Figure 1. Placed standard cells (run 1).
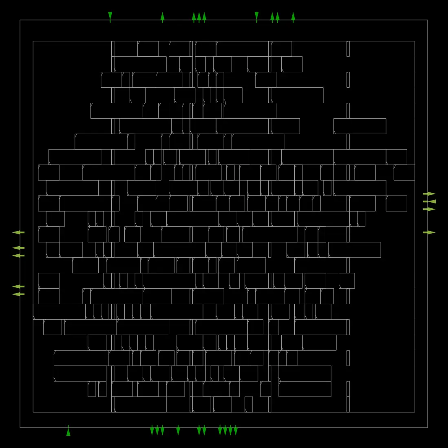
Figure 2. Ports around the boundary (run 1).
Pins as bars across the die edge, other pins in grey.
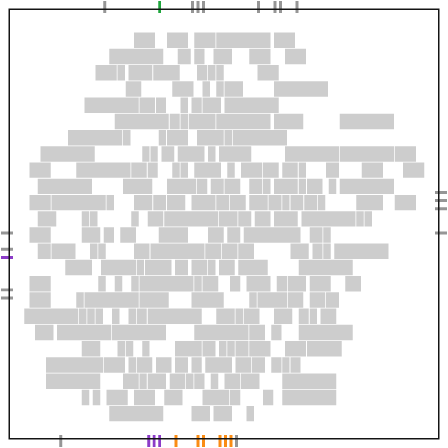
Figure 3. Wiring by layer (run 1).
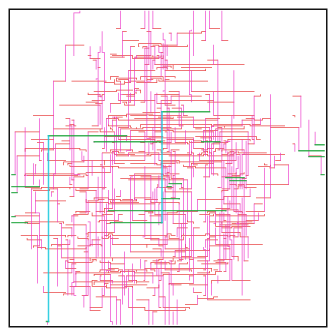
<file path="config.mk">
export PLATFORM = sky130hd
export DESIGN_NAME = matrix_scan_bcm
export DESIGN_NICKNAME = d
export VERILOG_FILES = /design/src/rtl/matrix_scan_bcm.sv
export SDC_FILE = /design/constraint.sdc
export NUM_CORES = 1
export LEC_CHECK = 0
export ABC_CLOCK_PERIOD_IN_PS = 1850
export CAP_MARGIN = 15
export CORE_MARGIN = 2
export CORE_UTILIZATION = 40
export CTS_BUF_LIST = sky130_fd_sc_hd__clkbuf_8
export CTS_CLUSTER_SIZE = 28
export DETAILED_ROUTE_END_ITERATION = 6
export HOLD_SLACK_MARGIN = 0.1
export PLACE_DENSITY = 0.75
export SYNTH_ARGS = -nofsm -noshare
export SYNTH_HDL_FRONTEND = slang
export SYNTH_SLANG_ARGS = --single-unit
</file>
<file path="constraint.sdc">
create_clock -name clk_in -period 1.85 [get_ports clk_in]
set_input_delay 0.185 -clock clk_in [delete_from_list [all_inputs] [get_ports clk_in]]
set_output_delay 0.185 -clock clk_in [all_outputs]
set_load 0.02 [all_outputs]
</file>
<file path="src/rtl/matrix_scan_bcm.sv">
// HUB75-style LED matrix scan controller with binary-coded modulation.
// Shifts one row/plane of pixels column by column, using a load/ready handshake
// with the framebuffer fetch. It then blanks the panel, latches the row and
// starts that plane's display window. The display window overlaps the shifting
// of the next plane.
module matrix_scan_bcm #(
  parameter int COLUMN_WIDTH = 6,
  parameter int ROW_WIDTH    = 4,
  parameter int BPP          = 6,
  parameter int BASE_TIME    = 8,
  parameter int BLANK_CYCLES = 2
) (
  input  logic                    clk_in,
  input  logic                    reset,
  input  logic                    enable,
  input  logic                    pixel_ready,
  output logic [COLUMN_WIDTH-1:0] column_address,
  output logic [ROW_WIDTH-1:0]    row_address,
  output logic [ROW_WIDTH-1:0]    row_address_active,
  output logic [BPP-1:0]          brightness_mask,
  output logic                    pixel_load_start,
  output logic                    clk_pixel,
  output logic                    row_latch,
  output logic                    output_enable,
  output logic                    frame_start
);

  // The longest display window (top plane) must fit in the counter.
  localparam int CNT_W   = $clog2((BASE_TIME << (BPP - 1)) + 1);
  localparam int PLANE_W = (BPP > 1) ? $clog2(BPP) : 1;
  localparam int BLANK_W = $clog2(BLANK_CYCLES + 1);

  localparam logic [COLUMN_WIDTH-1:0] COL_LAST   = {COLUMN_WIDTH{1'b1}};
  localparam logic [ROW_WIDTH-1:0]    ROW_LAST   = {ROW_WIDTH{1'b1}};
  localparam logic [PLANE_W-1:0]      PLANE_LAST = PLANE_W'(BPP - 1);

  typedef enum logic [2:0] {
    S_IDLE,
    S_LOAD,
    S_WAIT_DATA,
    S_CLK_HIGH,
    S_CLK_LOW,
    S_WAIT_DISPLAY,
    S_BLANK,
    S_LATCH
  } state_t;

  state_t                  state_q;
  logic [COLUMN_WIDTH-1:0] col_q;
  logic [ROW_WIDTH-1:0]    row_q;
  logic [ROW_WIDTH-1:0]    row_act_q;
  logic [PLANE_W-1:0]      plane_q;
  logic [CNT_W-1:0]        disp_cnt_q;
  logic [BLANK_W-1:0]      blank_cnt_q;
  logic                    load_q;
  logic                    clk_pix_q;
  logic                    latch_q;
  logic                    fstart_q;

  // Scan sequencer: state, addresses, display/blank counters and the
  // single-cycle pulse outputs. The pulses are set on entry to their state.
  always_ff @(posedge clk_in or posedge reset) begin
    if (reset) begin
      state_q     <= S_IDLE;
      col_q       <= '0;
      row_q       <= '0;
      row_act_q   <= '0;
      plane_q     <= '0;
      disp_cnt_q  <= '0;
      blank_cnt_q <= '0;
      load_q      <= 1'b0;
      clk_pix_q   <= 1'b0;
      latch_q     <= 1'b0;
      fstart_q    <= 1'b0;
    end else begin
      load_q    <= 1'b0;
      clk_pix_q <= 1'b0;
      latch_q   <= 1'b0;
      fstart_q  <= 1'b0;

      // The display window runs down on its own, whatever the shifter is doing.
      if (disp_cnt_q != '0) begin
        disp_cnt_q <= disp_cnt_q - CNT_W'(1);
      end

      case (state_q)
        S_IDLE: begin
          if (enable) begin
            state_q  <= S_LOAD;
            load_q   <= 1'b1;
            fstart_q <= 1'b1;
          end
        end
        S_LOAD: begin
          state_q <= S_WAIT_DATA;
        end
        S_WAIT_DATA: begin
          if (pixel_ready) begin
            state_q   <= S_CLK_HIGH;
            clk_pix_q <= 1'b1;
          end
        end
        S_CLK_HIGH: begin
          state_q <= S_CLK_LOW;
        end
        S_CLK_LOW: begin
          if (col_q == COL_LAST) begin
            col_q   <= '0;
            state_q <= S_WAIT_DISPLAY;
          end else begin
            col_q   <= col_q + COLUMN_WIDTH'(1);
            state_q <= S_LOAD;
            load_q  <= 1'b1;
          end
        end
        S_WAIT_DISPLAY: begin
          // Never latch into a row that is still being displayed.
          if (disp_cnt_q == '0) begin
            state_q     <= S_BLANK;
            blank_cnt_q <= BLANK_W'(BLANK_CYCLES - 1);
          end
        end
        S_BLANK: begin
          if (blank_cnt_q == '0) begin
            state_q <= S_LATCH;
            latch_q <= 1'b1;
          end else begin
            blank_cnt_q <= blank_cnt_q - BLANK_W'(1);
          end
        end
        S_LATCH: begin
          row_act_q  <= row_q;
          disp_cnt_q <= CNT_W'(BASE_TIME) << plane_q;
          if (plane_q == PLANE_LAST) begin
            plane_q <= '0;
            row_q   <= row_q + ROW_WIDTH'(1);
          end else begin
            plane_q <= plane_q + PLANE_W'(1);
          end
          if ((plane_q == PLANE_LAST) && (row_q == ROW_LAST)) begin
            if (enable) begin
              state_q  <= S_LOAD;
              load_q   <= 1'b1;
              fstart_q <= 1'b1;
            end else begin
              state_q <= S_IDLE;
            end
          end else begin
            state_q <= S_LOAD;
            load_q  <= 1'b1;
          end
        end
        default: begin
          state_q <= S_IDLE;
        end
      endcase
    end
  end

  assign column_address     = col_q;
  assign row_address        = row_q;
  assign row_address_active = row_act_q;
  assign brightness_mask    = BPP'(1) << plane_q;
  assign pixel_load_start   = load_q;
  assign clk_pixel          = clk_pix_q;
  assign row_latch          = latch_q;
  assign output_enable      = (disp_cnt_q != '0);
  assign frame_start        = fstart_q;

endmodule

</file>
==> results.cfg, run 1 <==
; implementation run metrics
[timing]
setup_violations = 4
rsz0062_at_grt = yes
fin_setup_tns_ns = -0.2123
setup_ws_ns = -0.08361
drv_slew = 0

[final_layout]
mostFrequentLayoutCell = dfrtp_1
nNonClkBuffers = 51
drive_gt1_share_pct = 19.50

[floorplanning]
io_pins = 29
fp.dieH_microns = 71.72

[outcome]
status = finished, violations left
failed_checks = setup timing

[critical_path]
cp_data_arrival_time_ns = 2.10
cp.required_ns = 2.02

[logic_synthesis]
ys_chip_area_sq_um = 1834
simple_gate_area_share_pct = 22.51
postSynthCellCount = 187
fp_nets = 200
numSynthFlops = 35

[placed_design]
placed_cell_area_sq_um = 2310
placement.io_buffers = 28
place_hpwl_mm = 2.831

[power]
power.total_mw = 3.911

[global_routing]
antenna_found_initial = 0

[run]
warnings = 32
## Picture notes: Figure 1
Layout Cells excl Fill: 293
Core Box Area: 4384 sq um

## Picture notes: Figure 2
port	colour	pins	direction	edge
`brightness_mask`	orange	6	output	south
`pixel_load_start`	green	1	output	north
`row_address_active`	purple	4	output	3 south, 1 west
all pins by edge	11 south, 9 north, 5 west, 4 east

## Picture notes: Figure 3
layer	colour	wire length
M4	cyan	67.3 microns
M2	magenta	1850 microns
M3	green	126 microns
M1	red	1870 microns

-- run 1: layer usage --
layer | global-route usage (%) | wire [microns] | share of wire [%]
met1 | 24.28 | 1869 | 48
met2 | 25.21 | 1847 | 47
met3 | 3.376 | 126 | 3.2
met4 | 6.289 | 67 | 1.7
met5 | 0 | 0 | 0
-- run 1: kinds of logic (layout without fill, tap and decap cells) --
logic type	Yosys count	after routing
AND-OR/OR-AND	28	28
XOR/XNOR	9	9
adder cells (fa/ha/maj)	9	9
buffers and inverters	18	72
flip-flops	35	35
multiplexers	7	7
AND/OR/NAND/NOR	81	81
-- run 1: timing repair --
action	4_1_cts	5_1_grt
setup buffers	2	1
endpoints found under the hold margin	0	0
pin swaps	3	6
endpoints found under the setup margin	11	12
gates resized	12	8
-- run 1: sequential cells by signal, indices dropped and copies added, names as in the netlist --
register	flops
pixel_load_start	1
frame_start	1
state_q	3
column_address	6
disp_cnt_q	9
row_address	4
plane_q	3
row_address_active	4
clk_pixel	1
row_latch	1
blank_cnt_q	2
-- run 1: path summary, 6_finish.rpt --
check                                             startpoint                                end  slack [ns]  cells after the start
min reg2reg                row_address_active[0]$_DFFE_PP0P_  row_address_active[0]$_DFFE_PP0P_        0.48                      2
max in group asynchronous                              reset             plane_q[0]$_DFFE_PP0P_        1.22                      3
max reg2reg                        disp_cnt_q[0]$_DFFE_PP0P_             state_q[1]$_DFFE_PP0P_       -0.08                      7
max                                disp_cnt_q[0]$_DFFE_PP0P_             state_q[1]$_DFFE_PP0P_       -0.08                      7
min                                                    reset      column_address[1]$_DFFE_PP0P_        0.30                      3
min in group clk_in        row_address_active[0]$_DFFE_PP0P_  row_address_active[0]$_DFFE_PP0P_        0.48                      2
--- run 2 (diff from run 1) ---
--- a/config.mk
+++ b/config.mk
@@ -8,12 +8,12 @@
 export ABC_CLOCK_PERIOD_IN_PS = 1850
 export CAP_MARGIN = 15
 export CORE_MARGIN = 2
-export CORE_UTILIZATION = 40
+export CORE_UTILIZATION = 50
 export CTS_BUF_LIST = sky130_fd_sc_hd__clkbuf_8
 export CTS_CLUSTER_SIZE = 28
 export DETAILED_ROUTE_END_ITERATION = 6
 export HOLD_SLACK_MARGIN = 0.1
-export PLACE_DENSITY = 0.75
+export PLACE_DENSITY = 0.88
 export SYNTH_ARGS = -nofsm -noshare
 export SYNTH_HDL_FRONTEND = slang
 export SYNTH_SLANG_ARGS = --single-unit
Figure 4. Placed standard cells (run 2).
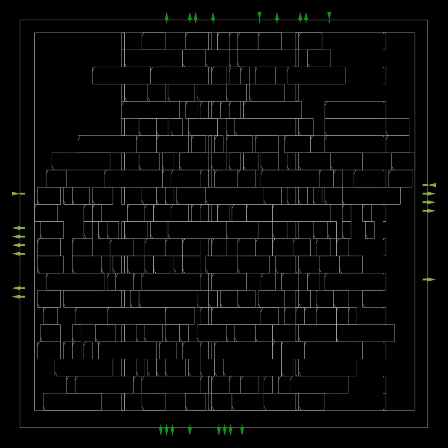
# fillers: 279
Core Box Area: 3606 sq um
fraction of area in registers: 35.62%
Tapcells: 48
registers: 35

==> results.cfg, run 2 <==
; implementation run metrics
[outcome]
status = finished, violations left
failed_checks = setup timing

[floorplanning]
rows = 22
fp.dieH_microns = 64.57
io_pins = 29

[timing]
drv_slew = 0
setup_ws_ns = -0.1184
fin_setup_tns_ns = -0.3832
setup_violations = 6
rsz0062_at_grt = yes

[global_routing]
antenna_found_initial = 0

[critical_path]
cp_data_arrival_time_ns = 2.15
cp.required_ns = 2.03

[placed_design]
placement.io_buffers = 28
place_hpwl_mm = 3.133
placed_cell_area_sq_um = 2305

[final_layout]
regMostFlops = disp_cnt_q
drive_gt1_share_pct = 19.50
largest_reg_flops = 9
mostFrequentLayoutCell = dfrtp_1
areaGrowthSynthToFinish_pct = 34.04
instances_no_fill = 289

[run]
warnings = 32

[logic_synthesis]
numSynthFlops = 35
ys_chip_area_sq_um = 1834
fp_nets = 200
simple_gate_area_share_pct = 22.51
postSynthCellCount = 187
top_area_share_pct = 47.75

[drt]
drtIter0Drc = 123

[clock_tree]
cts_buffers = 5

[power]
power.total_mw = 4.081
## run 2: worst max-delay path, cell delays in order (launching register included)
cell and delay [ns]:
dfrtp_1 0.38, inv_1 0.07, ha_2 0.17, or4b_4 0.48
buf_6 0.15, or4_4 0.42, a31o_1 0.20
## run 2: power breakdown
part           switching, mW  internal [mW]  leakage (nW)  total (mW)
logic                   1.11           1.10         0.705        2.21
registers              0.281           1.03         0.451        1.31
clock network          0.270          0.292        0.0470       0.562
## run 2: path summary, 6_finish.rpt
check                                                  startpoint                           endpoint  slack [ns]  cells after the start
worst min-delay path                                        reset         row_address[3]$_DFFE_PP0P_        0.29                      3
max in group asynchronous                                   reset         row_address[1]$_DFFE_PP0P_        1.24                      3
worst min register to register  row_address_active[0]$_DFFE_PP0P_  row_address_active[0]$_DFFE_PP0P_        0.50                      2
worst max register to register          disp_cnt_q[1]$_DFFE_PP0P_          disp_cnt_q[8]$_DFFE_PP0P_       -0.12                      6
min in group clk_in             row_address_active[0]$_DFFE_PP0P_  row_address_active[0]$_DFFE_PP0P_        0.50                      2
worst max-delay path                    disp_cnt_q[1]$_DFFE_PP0P_          disp_cnt_q[8]$_DFFE_PP0P_       -0.12                      6
## run 2: area by class of cell
cell class	count	area [sq um]	share of cell area, %
clock buffers	6	82.58	3.359
flip-flops and latches	35	875.8	35.62
inverters	13	48.80	1.985
well taps	48	60.06	2.443
clock inverters	1	5.005	0.2036
multi-input cells	134	927.1	37.71
repair buffers	52	459.2	18.68
## run 2: layer usage
layer  routed length, microns  track usage, %
met3                      191           5.208
met5                        0               0
met2                     2304           39.97
met4                       96           8.245
met1                     2013           30.49
## run 2: what timing repair did
action                     4_1_cts  5_1_grt
setup endpoints to repair       14       10
pin swaps                        3        6
setup buffers                    3        1
resized                         14        5
Power figures rest on the tool's default switching activity, not on a simulated workload.
